final_congestion.png
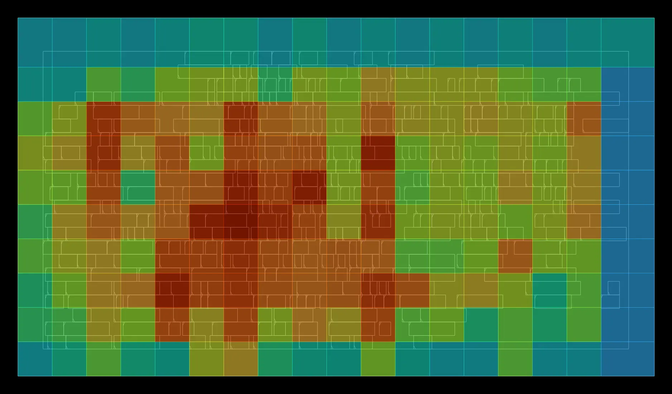
met2.png
(3 px per micron) Cells faint in the background.
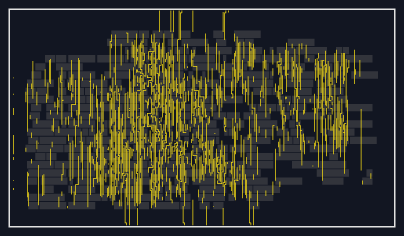
registers.png
(4 px per micron) Other sequential cells in the stronger gray, the rest of the logic in the fainter gray.
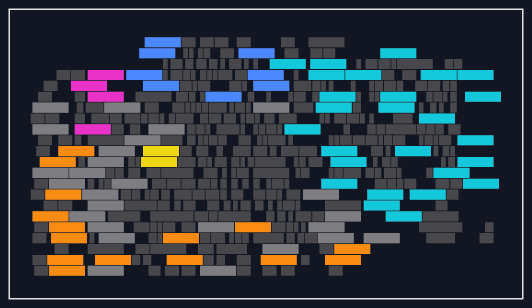
gate_families.png
(4 px per micron)
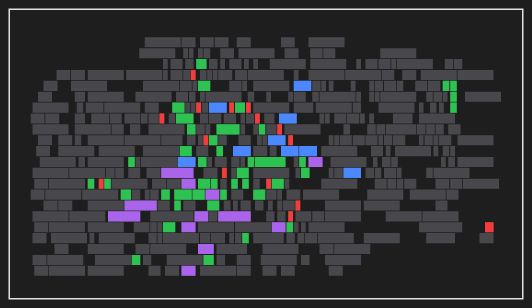
zoom.png
Window x 44 to 84, y 30 to 70 microns. Cells in gray, sequential cells in the stronger gray; small squares are vias.
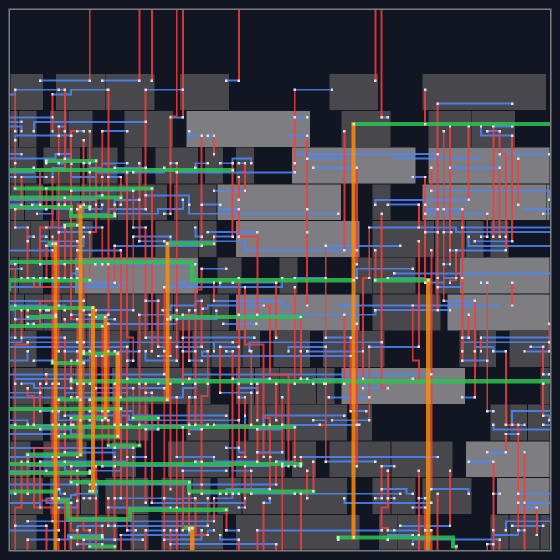
**config.mk**
```make
export PLATFORM = sky130hd
export DESIGN_NAME = irrigation_zone_scheduler
export DESIGN_NICKNAME = d
export VERILOG_FILES = /design/src/rtl/irrigation_zone_scheduler.sv
export SDC_FILE = /design/constraint.sdc
export NUM_CORES = 1
export LEC_CHECK = 0
export CAP_MARGIN = 30
export CORE_AREA = 5 5 123 67
export CTS_CLUSTER_SIZE = 24
export DETAILED_ROUTE_END_ITERATION = 16
export DIE_AREA = 0 0 128 72
export GPL_ROUTABILITY_DRIVEN = 0
export GPL_TIMING_DRIVEN = 0
export PLACE_DENSITY = 0.91
export REMOVE_ABC_BUFFERS = 1
export SLEW_MARGIN = 5
export SYNTH_ARGS = -nofsm -noshare
export SYNTH_HDL_FRONTEND = slang
export SYNTH_SLANG_ARGS = --single-unit
export TNS_END_PERCENT = 1
```
**constraint.sdc**
```tcl
create_clock -name clk -period 5 [get_ports clk]
set_clock_uncertainty 0.15 [all_clocks]
set_input_delay 1 -clock clk [delete_from_list [all_inputs] [get_ports clk]]
set_output_delay 1 -clock clk [all_outputs]
set_load 0.03 [all_outputs]
```
**src/rtl/irrigation_zone_scheduler.sv**
```systemverilog
// Round-robin irrigation scheduler: one shared tank feeding NZONES drip/spray zones.
// Sensors are double-flopped; the tank inlet valve runs with level hysteresis.
module irrigation_zone_scheduler #(
    parameter int unsigned NZONES     = 4,
    parameter int unsigned TICK_DIV   = 50000000,
    parameter int unsigned DRIP_SECS  = 10,
    parameter int unsigned SPRAY_SECS = 6,
    parameter int unsigned TW         = 8,
    localparam int unsigned ZW        = (NZONES > 1) ? $clog2(NZONES) : 1
) (
    input  logic              clk,
    input  logic              rst,
    input  logic              h,
    input  logic              m,
    input  logic              l,
    input  logic [NZONES-1:0] us,
    input  logic [NZONES-1:0] ua,
    input  logic [NZONES-1:0] t,
    output logic              alarme,
    output logic              ValvulaEntrada,
    output logic [NZONES-1:0] valve_drip,
    output logic [NZONES-1:0] valve_spray,
    output logic [ZW-1:0]     active_zone,
    output logic [TW-1:0]     remaining,
    output logic              busy
);
    localparam int unsigned CW = (TICK_DIV > 1) ? $clog2(TICK_DIV) : 1;
    localparam int unsigned SW = 3 + 3 * NZONES;

    typedef enum logic [1:0] {StIdle, StWater, StPause, StDone} state_e;

    logic [SW-1:0]     sync1_q, sync2_q;
    logic              h_s, m_s, l_s;
    logic [NZONES-1:0] us_s, ua_s, t_s;
    logic              alarm_c, inlet_d, tick, cur_water;
    logic [CW-1:0]     cnt_q, cnt_d;
    state_e            state_q, state_d;
    logic [ZW-1:0]     zone_q, zone_d, ptr_q, ptr_d, cand;
    logic              spray_q, spray_d, cand_spray, cand_water, hit;
    logic [TW-1:0]     rem_q, rem_d;
    logic [NZONES-1:0] drip_d, spv_d;
    int unsigned       cand_sum;

    assign {h_s, m_s, l_s, us_s, ua_s, t_s} = sync2_q;

    assign alarm_c   = (h_s & ~m_s) | (m_s & ~l_s) | (h_s & ~l_s);
    assign cur_water = ~alarm_c & (spray_q ? m_s : l_s);
    // Clear wins so an inconsistent level reading never opens the inlet.
    assign inlet_d   = (h_s | alarm_c) ? 1'b0 : (~m_s ? 1'b1 : ValvulaEntrada);

    assign tick  = (cnt_q == CW'(TICK_DIV - 1));
    assign cnt_d = tick ? '0 : cnt_q + CW'(1);

    assign active_zone = zone_q;
    assign remaining   = rem_q;
    assign busy        = (state_q == StWater) || (state_q == StPause);

    always_comb begin
        state_d    = state_q;
        zone_d     = zone_q;
        spray_d    = spray_q;
        rem_d      = rem_q;
        ptr_d      = ptr_q;
        hit        = 1'b0;
        cand       = '0;
        cand_sum   = 0;
        cand_spray = 1'b0;
        cand_water = 1'b0;
        drip_d     = '0;
        spv_d      = '0;

        unique case (state_q)
            StIdle: begin
                for (int unsigned k = 0; k < NZONES; k++) begin
                    cand_sum = 32'(ptr_q) + k;
                    if (cand_sum >= NZONES) cand_sum = cand_sum - NZONES;
                    cand       = ZW'(cand_sum);
                    cand_spray = ~ua_s[cand] & ~t_s[cand];
                    cand_water = ~alarm_c & (cand_spray ? m_s : l_s);
                    if (!hit && us_s[cand] && cand_water) begin
                        hit     = 1'b1;
                        zone_d  = cand;
                        spray_d = cand_spray;
                        rem_d   = cand_spray ? TW'(SPRAY_SECS) : TW'(DRIP_SECS);
                        state_d = StWater;
                    end
                end
            end
            StWater: begin
                // Request withdrawal beats water loss; water loss beats the tick.
                if (!us_s[zone_q]) begin
                    state_d = StDone;
                end else if (!cur_water) begin
                    state_d = StPause;
                end else if (tick) begin
                    rem_d = rem_q - TW'(1);
                    if (rem_q == TW'(1)) state_d = StDone;
                end
            end
            StPause: begin
                if (!us_s[zone_q]) state_d = StDone;
                else if (cur_water) state_d = StWater;
            end
            StDone: begin
                ptr_d   = (zone_q == ZW'(NZONES - 1)) ? '0 : zone_q + ZW'(1);
                state_d = StIdle;
            end
            default: state_d = StIdle;
        endcase

        if (state_d == StDone) rem_d = '0;

        if (state_d == StWater) begin
            if (spray_d) spv_d[zone_d] = 1'b1;
            else drip_d[zone_d] = 1'b1;
        end
    end

    always_ff @(posedge clk or posedge rst) begin
        if (rst) begin
            sync1_q        <= '0;
            sync2_q        <= '0;
            alarme         <= 1'b0;
            ValvulaEntrada <= 1'b0;
            cnt_q          <= '0;
            state_q        <= StIdle;
            zone_q         <= '0;
            ptr_q          <= '0;
            spray_q        <= 1'b0;
            rem_q          <= '0;
            valve_drip     <= '0;
            valve_spray    <= '0;
        end else begin
            sync1_q        <= {h, m, l, us, ua, t};
            sync2_q        <= sync1_q;
            alarme         <= alarm_c;
            ValvulaEntrada <= inlet_d;
            cnt_q          <= cnt_d;
            state_q        <= state_d;
            zone_q         <= zone_d;
            ptr_q          <= ptr_d;
            spray_q        <= spray_d;
            rem_q          <= rem_d;
            valve_drip     <= drip_d;
            valve_spray    <= spv_d;
        end
    end
endmodule

```
==> flow_summary.json <==
{
  "fp_util_pct": 57.74,
  "netlist_instances": 379,
  "grt_use_met1_pct": 29.19,
  "p_per_area_nw_per_um2": 553.4,
  "cts_resized": 0,
  "coreArea_sq_um": 7047,
  "final_layout_size_suffix_gt1_share_pct": 9.524,
  "grt_pass1_wl_microns": 15500,
  "status": "completed",
  "layout_top_cell": "dfrtp_1",
  "synth_warnings": 0,
  "ys.flop_type": "dfrtp_1",
  "synthAoiAreaFrac_pct": 10.61,
  "floorplan.io_pins": 38,
  "fmax_mhz": 280.4,
  "synth-simple-area-share_pct": 23.46,
  "crit_required_ns": 5.08,
  "synth_flop_count": 81,
  "ys_cells": 379,
  "async_flop_share_pct": 100.0,
  "syn_area_sq_um": 4069,
  "rr_worst_depth": 8,
  "layoutNonFillerInstCount": 516,
  "via_per_inst": 6.153,
  "wl_met1_microns": 4080,
  "maxUsedRoutingLayer": "met4",
  "r2r-start": "ptr_q[0]",
  "critPathMaxFanout": 27,
  "row_count": 22,
  "dr_wl_met3_microns": 947,
  "relSlewSlack_pct": 37.99,
  "initialDrtViolationCount": 465,
  "warnings": 30,
  "grt_pass1_vias": 3086,
  "leakagePower_nw": 2.108,
  "clock-sinks": 81,
  "finalSetupViolCount": 0,
  "topCombFamilyByArea": "simple AND/OR/NAND/NOR gates",
  "fp.dieW_microns": 128,
  "hp-class": "flop to flop",
  "worst_slack_ns": 1.433,
  "rrSetupSlack_ns": 1.43,
  "ys_area_sq_um": 4069,
  "die_h_microns": 72,
  "ys_types": 65,
  "cts_tree": "done",
  "ys_seq_share_pct": 49.82,
  "clk_pin_slew_ns": 0.06,
  "dp_hpwl_microns": 6324,
  "post-cts-setup-buffer-count": 0,
  "clock_path_buffers": 2,
  "die_area_sq_um": 9216,
  "power_mw": 2.678,
  "ant_nets": 0,
  "clk_latency_ns": 0.34,
  "finalSetupTns_ns": 0,
  "fin_nets": 443,
  "peakVddDrop_mv": 0.2837,
  "top_register": "cnt_q",
  "worst_pin_slew_ns": 0.9233,
  "syn2layout_area_growth_pct": 18.91,
  "whs_path_depth": 0,
  "worstSetupStartpoint": "ptr_q[0]",
  "root_buffer": "clkbuf_16",
  "path_class": "flop to flop",
  "cts_max_level": 3,
  "antenna_found_initial": 0,
  "critPathLaunchType": "flop",
  "largest_reg_flops": 26,
  "drt_first_pass_iters": 6,
  "worstHoldStart": "sync1_q[8]",
  "hold_buffers": 0,
  "rsz0062_at_grt": "no",
  "hold_violations": 0,
  "worst_ep_arrival_time_ns": 3.65,
  "ys_sh_xor_pct": 6.027,
  "numPortBuffers": 37,
  "grt_max_degree": 44,
  "use_met3_pct": 8.529,
  "r2r_end": "valve_drip[1]",
  "fin_crit_sh_pct": 71.34,
  "layout_top_cells": "dfrtp_1, nor2_1, clkdlybuf4s50_1",
  "post-route-cell-area_sq_um": 4838,
  "endpoint": "valve_drip[1]",
  "adder_share_pct": 2.768,
  "drc": 0,
  "vias": 3175,
  "finalMaxSlewViolations": 0,
  "largestRegisters": "cnt_q: 26 flops, sync1_q: 15 flops, sync2_q: 15 flops",
  "layout_min_cycle_time_ns": 3.567,
  "maxCapViolations": 0,
  "worstHoldEndpoint": "sync2_q[8]",
  "avgSynthCellArea_sq_um": 10.74,
  "edf_count": 0
}
## Picture notes: final_congestion.png
GR peak layer: met2
routed len/inst: 18.18 microns
total track usage: 21.68%
Layout Utilization: 68.66%

## Picture notes: met2.png
main direction: vertical
share of all routed wire: 43%
longest straight run: 40.1 microns
wire length on this layer: 4050 microns

## Picture notes: registers.png
legend:
  yellow:
    netlist_name: active_zone
    placed_flops: 2
  cyan:
    netlist_name: cnt_q
    placed_flops: 26
  orange:
    netlist_name: sync1_q
    placed_flops: 15
  magenta:
    netlist_name: valve_drip
    placed_flops: 4
    where: top left
  blue:
    netlist_name: remaining
    placed_flops: 8

## Picture notes: gate_families.png
legend:
  green:
    family: inverting AOI/OAI gates
    cells: 42
  blue:
    family: adder and majority cells
    cells: 9
    where: middle
  purple:
    family: multiplexers
    cells: 12
  red:
    family: inverters
    cells: 15
    where: middle

## Picture notes: zoom.png
legend:
  green:
    layer: met3
  red:
    layer: met2
  orange:
    layer: met4
  blue:
    layer: met1
cells with their middle in the window: 124
most frequent: nor2_1 (24), dfrtp_1 (12), nand2_1 (10)
netlist names of flops here include: cnt_q (7), remaining (4)
sequential cells in the window: 12

## critical path, cell delays in order (launching register included)
cell and delay, ns:
dfrtp_1 0.91, nor4bb_1 0.63, nor4_4 0.16, o211ai_2 0.35, a2111oi_0 0.20, a221o_1 0.31
a31oi_1 0.27, nand3_1 0.22, nor3_1 0.26
## metrics by stage
step,hold slack [ns],util (%)
3_3_place_gp,0.1813,63.71
4_1_cts,0.1973,68.66
5_1_grt,0.2020,68.66
2_1_floorplan,0.1812,-
6_report,0.1939,68.66
3_5_place_dp,0.1847,64.15
## cells in the mapped netlist, drive strengths merged (6+ instances only)
| library cell | number | share of area, % |
|---|---|---|
| buf | 6 | 1.3 |
| dfrtp | 81 | 50 |
| nand4 | 8 | 1.2 |
| nor4 | 10 | 2.4 |
| and2 | 9 | 1.5 |
| xnor2 | 9 | 1.9 |
| and3 | 7 | 1.1 |
| nor2 | 45 | 4.3 |
| ha | 9 | 2.8 |
| nor4b | 6 | 1.4 |
| mux2i | 7 | 1.7 |
| o21ai | 7 | 0.86 |
| nor3 | 11 | 1.5 |
| nand3 | 18 | 2.2 |
| xor2 | 19 | 4.1 |
| a21oi | 12 | 1.6 |
| inv | 15 | 1.4 |
| nand2 | 27 | 2.5 |
## report_power, final
part | internal, mW | leakage [nW] | total (mW) | switching [mW]
Combinational | 0.450 | 0.925 | 1.10 | 0.647
Clock | 0.457 | 0.157 | 0.696 | 0.239
Sequential | 0.739 | 1.03 | 0.884 | 0.145
## final cells by class
class                      count  area (sq um)
tap                           96         120.1
inverter                      15         58.81
fill                         517          2208
timing repair buffer          38         390.4
clock inverter                 3         65.06
sequential                    81          2027
multi-input combinational    272          1924
clock buffer                  11         252.7
Power figures rest on the tool's default switching activity, not on a simulated workload.
